File: src/rtl/lfsr_rng_pkg.sv
// Shared types and helpers for the ranged LFSR random source.
// Holds the FSM state enum, default tap masks and the range test.
package lfsr_rng_pkg;

    typedef enum logic {
        FILL = 1'b0,
        HOLD = 1'b1
    } rng_state_e;

    localparam logic [7:0]  TAPS_W8  = 8'hB8;
    localparam logic [15:0] TAPS_W16 = 16'hB400;
    localparam logic [31:0] TAPS_W32 = 32'h80200003;

    function automatic logic in_range(
        input logic [31:0] cand,
        input logic [31:0] max
    );
        return (cand != 32'd0) && (cand <= max);
    endfunction

endpackage

File: src/rtl/lfsr_rng_if.sv
// Valid/ready bundle carrying an accepted random sample.
// The producer drives valid/value; the consumer drives ready.
interface lfsr_rng_if #(
    parameter int OUT_W = 4
);
    logic             rnd_valid;
    logic             rnd_ready;
    logic [OUT_W-1:0] rnd_value;

    modport master (
        output rnd_valid,
        output rnd_value,
        input  rnd_ready
    );

    modport slave (
        input  rnd_valid,
        input  rnd_value,
        output rnd_ready
    );
endinterface

File: src/rtl/lfsr_rng_ranged_core.sv
// Fibonacci LFSR register with seed load and a period counter.
// A wrap pulse marks the step that brings the sequence back to its seed.
module lfsr_core #(
    parameter int               WIDTH = 8,
    parameter logic [WIDTH-1:0] TAPS  = 'hB8,
    parameter logic [WIDTH-1:0] SEED  = 'hAC
) (
    input  logic             clk,
    input  logic             reset,
    input  logic             step,
    input  logic             load,
    input  logic [WIDTH-1:0] seed_in,
    output logic [WIDTH-1:0] state,
    output logic [WIDTH-1:0] period,
    output logic             period_wrap
);

    localparam logic [WIDTH-1:0] PMAX = {{(WIDTH-1){1'b1}}, 1'b0};
    localparam logic [WIDTH-1:0] ONE  = WIDTH'(1);

    logic [WIDTH-1:0] state_q, state_d;
    logic [WIDTH-1:0] period_q, period_d;
    logic             wrap_q, wrap_d;

    // Next state: load wins over step; a zero seed falls back to SEED.
    always_comb begin
        state_d  = state_q;
        period_d = period_q;
        wrap_d   = 1'b0;
        if (load) begin
            state_d  = (seed_in == '0) ? SEED : seed_in;
            period_d = '0;
        end else if (step) begin
            state_d = {state_q[WIDTH-2:0], ^(state_q & TAPS)};
            if (period_q == PMAX) begin
                period_d = '0;
                wrap_d   = 1'b1;
            end else begin
                period_d = period_q + ONE;
            end
        end
    end

    // State, period and wrap registers.
    always_ff @(posedge clk) begin
        if (reset) begin
            state_q  <= SEED;
            period_q <= '0;
            wrap_q   <= 1'b0;
        end else begin
            state_q  <= state_d;
            period_q <= period_d;
            wrap_q   <= wrap_d;
        end
    end

    assign state       = state_q;
    assign period      = period_q;
    assign period_wrap = wrap_q;

endmodule

File: src/rtl/lfsr_rng_ranged.sv
// Range-limited random source: LFSR candidates in 1..RANGE_MAX are kept,
// others rejected, and kept values are offered on a valid/ready bundle.
module lfsr_rng_ranged
    import lfsr_rng_pkg::*;
#(
    parameter int               WIDTH     = 8,
    parameter logic [WIDTH-1:0] TAPS      = 'hB8,
    parameter logic [WIDTH-1:0] SEED      = 'hAC,
    parameter int               OUT_W     = 4,
    parameter int               RANGE_MAX = 9
) (
    input  logic             clk,
    input  logic             reset,
    input  logic             en,
    input  logic             seed_load,
    input  logic [WIDTH-1:0] seed_in,
    lfsr_rng_if.master       rng,
    output logic [WIDTH-1:0] lfsr_state,
    output logic [WIDTH-1:0] period,
    output logic             period_wrap
);

    rng_state_e       fsm_q, fsm_d;
    logic [OUT_W-1:0] value_q, value_d;
    logic [OUT_W-1:0] cand;
    logic             accept;
    logic             take;
    logic             hs;

    lfsr_core #(
        .WIDTH (WIDTH),
        .TAPS  (TAPS),
        .SEED  (SEED)
    ) u_core (
        .clk         (clk),
        .reset       (reset),
        .step        (en),
        .load        (seed_load),
        .seed_in     (seed_in),
        .state       (lfsr_state),
        .period      (period),
        .period_wrap (period_wrap)
    );

    assign cand   = lfsr_state[OUT_W-1:0];
    assign accept = in_range(32'(cand), 32'(RANGE_MAX));
    assign take   = en && accept;
    assign hs     = (fsm_q == HOLD) && rng.rnd_ready;

    // Rejection FSM: capture a good candidate, reload on handshake.
    always_comb begin
        fsm_d   = fsm_q;
        value_d = value_q;
        if (seed_load) begin
            fsm_d = FILL;
        end else begin
            unique case (fsm_q)
                FILL: begin
                    if (take) begin
                        value_d = cand;
                        fsm_d   = HOLD;
                    end
                end
                HOLD: begin
                    if (hs) begin
                        if (take) begin
                            value_d = cand;
                        end else begin
                            fsm_d = FILL;
                        end
                    end
                end
            endcase
        end
    end

    // FSM and sample registers.
    always_ff @(posedge clk) begin
        if (reset) begin
            fsm_q   <= FILL;
            value_q <= '0;
        end else begin
            fsm_q   <= fsm_d;
            value_q <= value_d;
        end
    end

    assign rng.rnd_valid = (fsm_q == HOLD);
    assign rng.rnd_value = value_q;

endmodule

File: src/flat_wrapper.sv
// flat-port wrapper written by rule: the top's interface ports become plain ports
module lfsr_rng_ranged_flat import lfsr_rng_pkg::*;
#(
    parameter int               WIDTH     = 8,
    parameter logic [WIDTH-1:0] TAPS      = 'hB8,
    parameter logic [WIDTH-1:0] SEED      = 'hAC,
    parameter int               OUT_W     = 4,
    parameter int               RANGE_MAX = 9
)
  (clk, reset, en, seed_load, seed_in, lfsr_state, period, period_wrap, rng_rnd_valid, rng_rnd_value, rng_rnd_ready);
  lfsr_rng_if #(.OUT_W(OUT_W)) rng_i ();
  input  logic clk;
  input  logic reset;
  input  logic en;
  input  logic seed_load;
  input  logic [WIDTH-1:0] seed_in;
  output logic [WIDTH-1:0] lfsr_state;
  output logic [WIDTH-1:0] period;
  output logic period_wrap;
  output wire logic [$bits(rng_i.rnd_valid)-1:0] rng_rnd_valid;
  output wire logic [$bits(rng_i.rnd_value)-1:0] rng_rnd_value;
  input wire logic [$bits(rng_i.rnd_ready)-1:0] rng_rnd_ready;
  assign rng_rnd_valid = rng_i.rnd_valid;
  assign rng_rnd_value = rng_i.rnd_value;
  assign rng_i.rnd_ready = rng_rnd_ready;
  lfsr_rng_ranged #(.WIDTH(WIDTH), .TAPS(TAPS), .SEED(SEED), .OUT_W(OUT_W), .RANGE_MAX(RANGE_MAX)) u_core (.clk(clk), .reset(reset), .en(en), .seed_load(seed_load), .seed_in(seed_in), .rng(rng_i), .lfsr_state(lfsr_state), .period(period), .period_wrap(period_wrap));
endmodule
File: config.mk
export PLATFORM = sky130hd
export DESIGN_NAME = lfsr_rng_ranged_flat
export DESIGN_NICKNAME = d
export VERILOG_FILES = /design/src/rtl/lfsr_rng_pkg.sv /design/src/rtl/lfsr_rng_if.sv /design/src/rtl/lfsr_rng_ranged_core.sv /design/src/rtl/lfsr_rng_ranged.sv /design/src/flat_wrapper.sv
export SDC_FILE = /design/constraint.sdc
export NUM_CORES = 1
export LEC_CHECK = 0
export CAP_MARGIN = 20
export CORE_ASPECT_RATIO = 0.6
export CORE_MARGIN = 2
export CORE_UTILIZATION = 51
export CTS_BUF_LIST = sky130_fd_sc_hd__clkbuf_4
export CTS_CLUSTER_DIAMETER = 50
export CTS_CLUSTER_SIZE = 10
export DETAILED_ROUTE_END_ITERATION = 16
export PLACE_DENSITY_LB_ADDON = 0.08
export SYNTH_ARGS = -nofsm -noshare
export SYNTH_HDL_FRONTEND = slang
export SYNTH_HIERARCHICAL = 1
export SYNTH_SLANG_ARGS = --single-unit
File: constraint.sdc
create_clock -name clk -period 1.95 [get_ports clk]
set_input_delay 0.2925 -clock clk [delete_from_list [all_inputs] [get_ports clk]]
set_output_delay 0.2925 -clock clk [all_outputs]
set_load 0.005 [all_outputs]
**Run 1: metal 1**

Cells faint in the background.
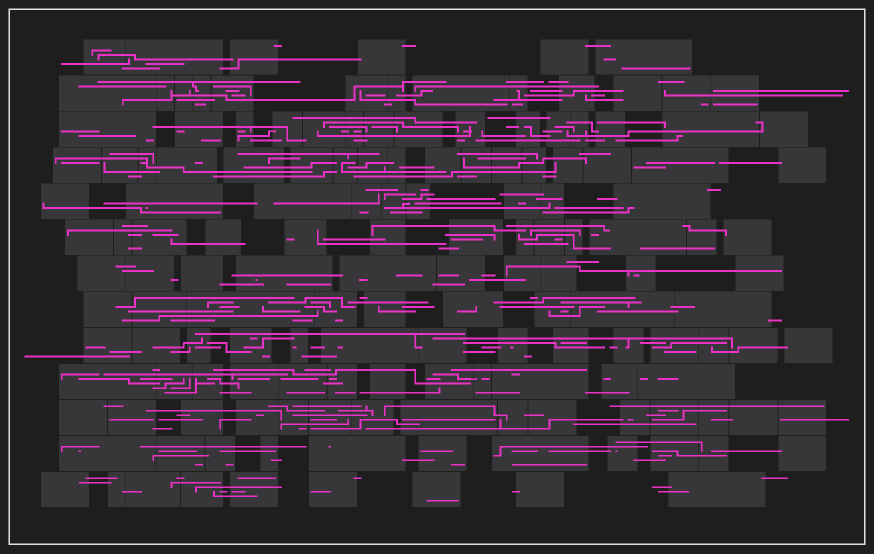
The wires run mostly horizontal. The longest straight run is 22.5 um.
total wire length: 2570 um
routing usage on met1: 26.1%

**Run 1: met2 routing**

Scale bar: 20 um.
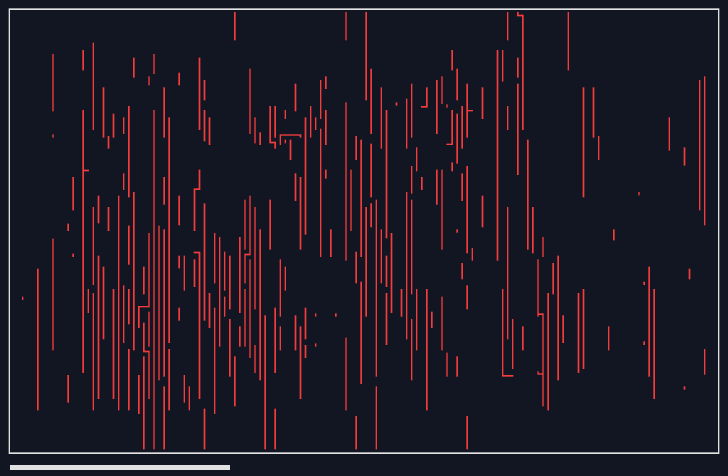
The layer carries 1120 um of wire. The longest straight run is 30.8 um.
via count: 975
grt met2 use: 34.1%

**Run 1: M3 wires**

Scale bar: 20 um.
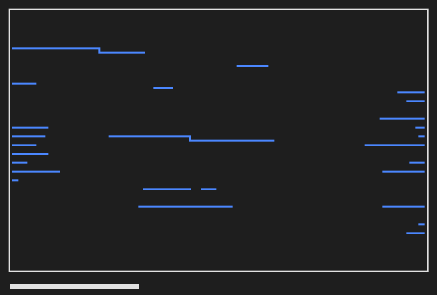
The wires run mostly horizontal. 23 nets have wire on it. The layer holds 5.9% of the routed length. The layer carries 152 um of wire.
met3 usage: 6.46%

==> impl_metrics.yaml, run 1 <==
# yosys + openroad results
timing:
  period_used_pct: 85.6
  max_freq_ghz: 0.599
  tns_ns: 0
  finalMaxSlewViolations: 0
  fin_crit_ns: 1.67
  setup_ws_ns: 0.280
  relSlewSlack_pct: 73.4
  grt_setup_unrepaired: "false"
  hold_viol: 0
  whs_ns: 0.485
  setup_violations: 0
clock_network:
  clk_pin_slew_worst_paths_ns: 0.11
  postCtsSetupRepairBufs: 0
  postCtsHoldBufs: 0
  clock_latency_ns: 0.30
  cts_max_level: 1
  clockBufferDepth: 2
  cts_tree: "yes"
  clock_sinks: 22
  numCtsBuffers: 3
  post_cts_resize_count: 0
synth:
  synth.cellmix.simpleShare_pct: 23.8
  synth_cell_types: 35
  top_cell: "dfxtp_1"
  ys_sh_aoi_pct: 13.9
  top_area_cell: "dfxtp_1"
  netlist_top_cells_count: "22 x dfxtp_1, 10 x mux2i_1, 10 x nor2_1"
  ff_type: "dfxtp_1"
  area_leaders: "dfxtp_1 39%, mux2i_1 8.9%, nand2b_1 5.0%"
  ys_warn_count: 6
  ys_sh_adder_pct: 2.24
  yosysChipArea_mm2: 0.00112
  ys_cells: 115
  avgSynthCellArea_um2: 9.73
  top_area_share_pct: 39.4
  xor_share_pct: 5.48
  ys_seq_share_pct: 39.4
placed_design:
  io_buffers: 34
  place_inst: 180
  placed_cell_area_mm2: 0.00153
  pre_cts_ws_ns: 0.0758
run:
  log.warning_count: 27
  cap_violations: 0
power:
  fin_total_pwr_uw: 871
  power.density_mw_per_mm2: 561
  combPwrFrac_pct: 20.5
  p_seq_uw: 493
  vdd_ir_drop_max_mv: 0.462
  p_sw_share_pct: 25.2
  p_leak_nw: 0.561
  power_leader: "sequential cells"
status:
  status: "finished clean"
hold_path:
  min_path_cells: 2
  min_path_type: "flop to flop"
  hp-start: "u_core/rng.rnd_value[1]"
critical_path:
  crit_arrival_ns: 1.38
  cp-start-kind: "flop"
  crit_start: "u_core/u_core/state[3]"
  slowest_stage: "clkdlybuf4s50_1"
  crit_path_max_fanout: 7
global_route:
  grt_overflow: 0
  grt_pass1_wl_um: 3800
  antenna_found_initial: 0
  grt_max_degree: 21
  grt_pass1_vias: 809
final_layout:
  n_antenna_cell: 0
  syn_to_final_growth_pct: 38.7
  fin_util_pct: 73.4
  fin_cells: 183
  final_layout_size_suffix_gt1_share_pct: 10.5
  lay_top_cells: "34 x clkdlybuf4s50_1, 22 x dfxtp_1, 10 x mux2i_1, 10 x nor2_1, 9 x nand2b_1"
die:
  io_pins: 35
  rows: 13
  chipArea_mm2: 0.00260
  core_area_mm2: 0.00211
route:
  routed-wl-met2_um: 1120
  post-route-drc-count: 0
  ant_nets: 0
  highest_layer: "met4"
  drt_pre_antenna_iters: 4
  drt_iter0_drc: 24
==> run 1: metal layers <==
metal | GRT usage, % | vias to the layer above
li1 | - | 494
met4 | 8.51 | 0
met5 | 0 | -
met2 | 34.1 | 30
met1 | 26.1 | 447
met3 | 6.46 | 4
==> run 1: flip-flops by register name, indices dropped and copies added, names as in the netlist <==
register and cells:
u_core/u_core/period_wrap 1, u_core/u_core/period 8, u_core/u_core/state 8, u_core/rng.rnd_valid 1, u_core/rng.rnd_value 4
==> run 1: layout make-up <==
| cell class | instances | area (um^2) |
|---|---|---|
| Clock buffer | 3 | 22.5 |
| Timing Repair Buffer | 39 | 390 |
| Multi-Input combinational cell | 84 | 642 |
| Inverter | 5 | 18.8 |
| Fill cell | 162 | 563 |
| Tap cell | 30 | 37.5 |
| Sequential cell | 22 | 440 |
--- run 2 (diff from run 1) ---
--- a/config.mk
+++ b/config.mk
@@ -14,6 +14,7 @@
 export CTS_CLUSTER_SIZE = 10
 export DETAILED_ROUTE_END_ITERATION = 16
 export PLACE_DENSITY_LB_ADDON = 0.08
+export RECOVER_POWER = 100
 export SYNTH_ARGS = -nofsm -noshare
 export SYNTH_HDL_FRONTEND = slang
 export SYNTH_HIERARCHICAL = 1
==> constraint.sdc (replaced) <==
create_clock -name clk -period 1.95 [get_ports clk]
set_input_delay 0.195 -clock clk [delete_from_list [all_inputs] [get_ports clk]]
set_output_delay 0.195 -clock clk [all_outputs]
set_load 0.005 [all_outputs]
**Run 2: wiring heat map**

Scale bar: 20 um. 13 x 8 tiles, from dark purple (low) to yellow (high), scaled to the fullest tile. Values are wire area over tile area, all layers added.
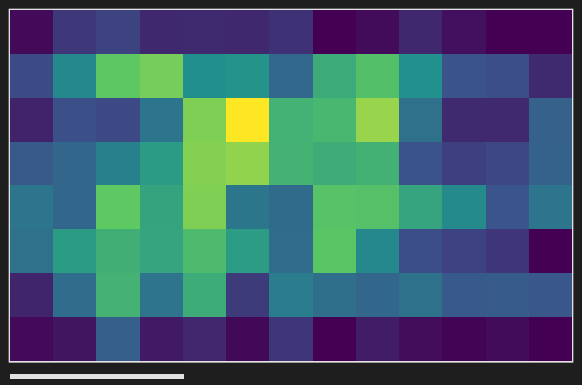
The fullest tile reaches 0.45. The mean over all tiles is 0.16. The emptiest ninth of the die: lower right. 6.7% of the tiles are nearly empty. 29% of the tiles are over half the peak. The densest ninth of the die: center.
total track usage: 20.4%
total wire length: 2580 um
via count: 991
wire per inst: 14.2 um

==> run 2 against run 1 <==
Global-route usage is 0.23 points lower. Final cell count is 0.55% lower. Clock-buffer cell count stayed put. Clock skew is 0.0049 ns lower. Via count is 1.6% higher. Area after synthesis stayed put. Non-clock buffer count is 1 lower. Register-to-register slack worse by 0.04 ns. Final area is 2.3% lower. Largest cell class unchanged. Worst setup slack worse by 0.057 ns. Sequential power hardly changed. Fmax is 3.3% lower.
==> impl_metrics.yaml, run 2 <==
# yosys + openroad results
die:
  io_pins: 35
  fp_util_pct: 52.9
  die_x_um: 64.5
  chipArea_mm2: 0.00260
  core_area_mm2: 0.00211
  die-height_um: 40.3
  rows: 13
  tap_cells: 30
timing:
  setup_ws_ns: 0.223
  skew_ns: 0.00101
  fin_crit_ns: 1.73
  grt_setup_unrepaired: "false"
  period_used_pct: 88.6
  worstMarginPinSlew_ns: 0.653
  whs_ns: 0.481
  tns_ns: 0
  relSlewSlack_pct: 55.9
  setup_violations: 0
  max_freq_ghz: 0.579
  finalMaxSlewViolations: 0
  hold_viol: 0
synth:
  top_area_share_pct: 39.4
  yosysChipArea_mm2: 0.00112
  ys_cells: 115
  fp_nets: 130
  top_cell: "dfxtp_1"
  area_leaders: "dfxtp_1 39%, mux2i_1 8.9%, nand2b_1 5.0%"
  ys_seq_share_pct: 39.4
  ys_warn_count: 6
  netlist_area_mm2: 0.00112
  ys_ff: 22
  edf_count: 0
  top_area_cell: "dfxtp_1"
  ff_type: "dfxtp_1"
  syn_inst: 115
  avgSynthCellArea_um2: 9.73
  async_reset_ff_share_pct: 0
  netlist_top_cells_count: "22 x dfxtp_1, 10 x mux2i_1, 10 x nor2_1"
  synth_cell_types: 35
critical_path:
  crit_path_max_fanout: 3
  cp-start-kind: "input pin"
  critical_path_required_ns: 2.19
  r2r_end: "u_core/u_core/period[1]"
  crit_arrival_ns: 1.97
  slowest_stage: "o311ai_0"
  r2r_start: "u_core/u_core/period[0]"
  rrSetupSlack_ns: 0.45
  path_buffers: 1
  crit_chain: "clkdlybuf4s50_1, or4_4, o311ai_0, a2bb2oi_1"
  crit_family: "AND-OR/OR-AND gates"
  reg2reg_depth: 6
  crit_start: "seed_in[7]"
  path_class: "input pin to flop"
  critPathMaxStageDelay_ns: 0.61
  cp-endpoint: "u_core/u_core/state[3]"
  cp.depth: 4
  worst_setup_path_end_kind: "flop"
final_layout:
  largestClassByArea: "multi-input combinational cells"
  final_layout_size_suffix_gt1_share_pct: 7.89
  fill_cells: 175
  final_nets: 169
  seq_area_share_pct: 29.0
  syn_to_final_growth_pct: 35.6
  register_area_um2: 440
  fin_cells: 182
  logic_gates: 84
  fin_util_pct: 71.7
  comb_area_um2: 618
  n_antenna_cell: 0
  clock_area_share_pct: 1.49
  flop-count: 22
  mostFrequentLayoutCell: "dlygate4sd3_1"
  nClkBuffers: 3
  inv_count: 5
  n_all_buffers: 38
  lay_top_cells: "23 x dlygate4sd3_1, 22 x dfxtp_1, 11 x clkdlybuf4s50_1"
  design_area_mm2: 0.00152
  area_share_nonclk_buffers_pct: 25.0
  comb_share_pct: 40.8
clock_network:
  numCtsBuffers: 3
  post_cts_resize_count: 0
  postCtsSetupRepairBufs: 0
  cts_tree: "yes"
  clock_sinks: 22
  clock_latency_ns: 0.31
  postCtsHoldBufs: 0
  clk_pin_slew_worst_paths_ns: 0.11
  cts_max_level: 1
  clockBufferDepth: 2
  clockRootBuffer: "clkbuf_4"
placed_design:
  io_buffers: 34
  placed_cell_area_mm2: 0.00152
  pre_cts_ws_ns: 0.207
  place_inst: 179
  hpwl_um: 1980
  place.gp.congestion: 0.825
global_route:
  antenna_found_initial: 0
  grt_pass1_wl_um: 3910
  grt_overflow: 0
  grt_pass1_vias: 814
  grt_max_degree: 21
route:
  drt_iter0_drc: 40
  avgViaCountPerCell: 5.45
  post-route-drc-count: 0
  drt_pre_antenna_iters: 5
  ant_nets: 0
run:
  cap_violations: 0
  log.warning_count: 27
power:
  fin_total_pwr_uw: 861
  vdd_ir_drop_max_mv: 0.444
  p_leak_nw: 0.596
  power.density_mw_per_mm2: 568
hold_path:
  hp-start: "u_core/rng.rnd_value[3]"
  min_path_cells: 2
  min_path_type: "flop to flop"
  min_to: "u_core/rng.rnd_value[3]"
status:
  status: "finished clean"
==> run 2: cell counts after synthesis <==
No cell type changed its count.
==> run 2: power breakdown <==
group          switching (mW)  internal (mW)
clock network           0.134         0.0723
logic                  0.0650         0.0993
registers              0.0216          0.469
total                   0.221          0.640
==> run 2: cells by family after synthesis <==
family | Yosys count | share of synthesized area [%]
adders and majority gates | 2 | 2.24
xor gates and xnor gates | 7 | 5.48
muxes | 13 | 12.0
AOI/OAI and AO/OA | 19 | 13.9
and+or+nand+nor | 43 | 23.8
DFF | 22 | 39.4
buffers and inverters | 9 | 3.24
==> run 2: metal layers <==
layer	GRT usage [%]	share of wire [%]
met1	28.7	50
met4	3.19	0.31
met2	32.8	43
met5	0	0
met3	5.34	6.1
Power is estimated from default activity; no workload was simulated.
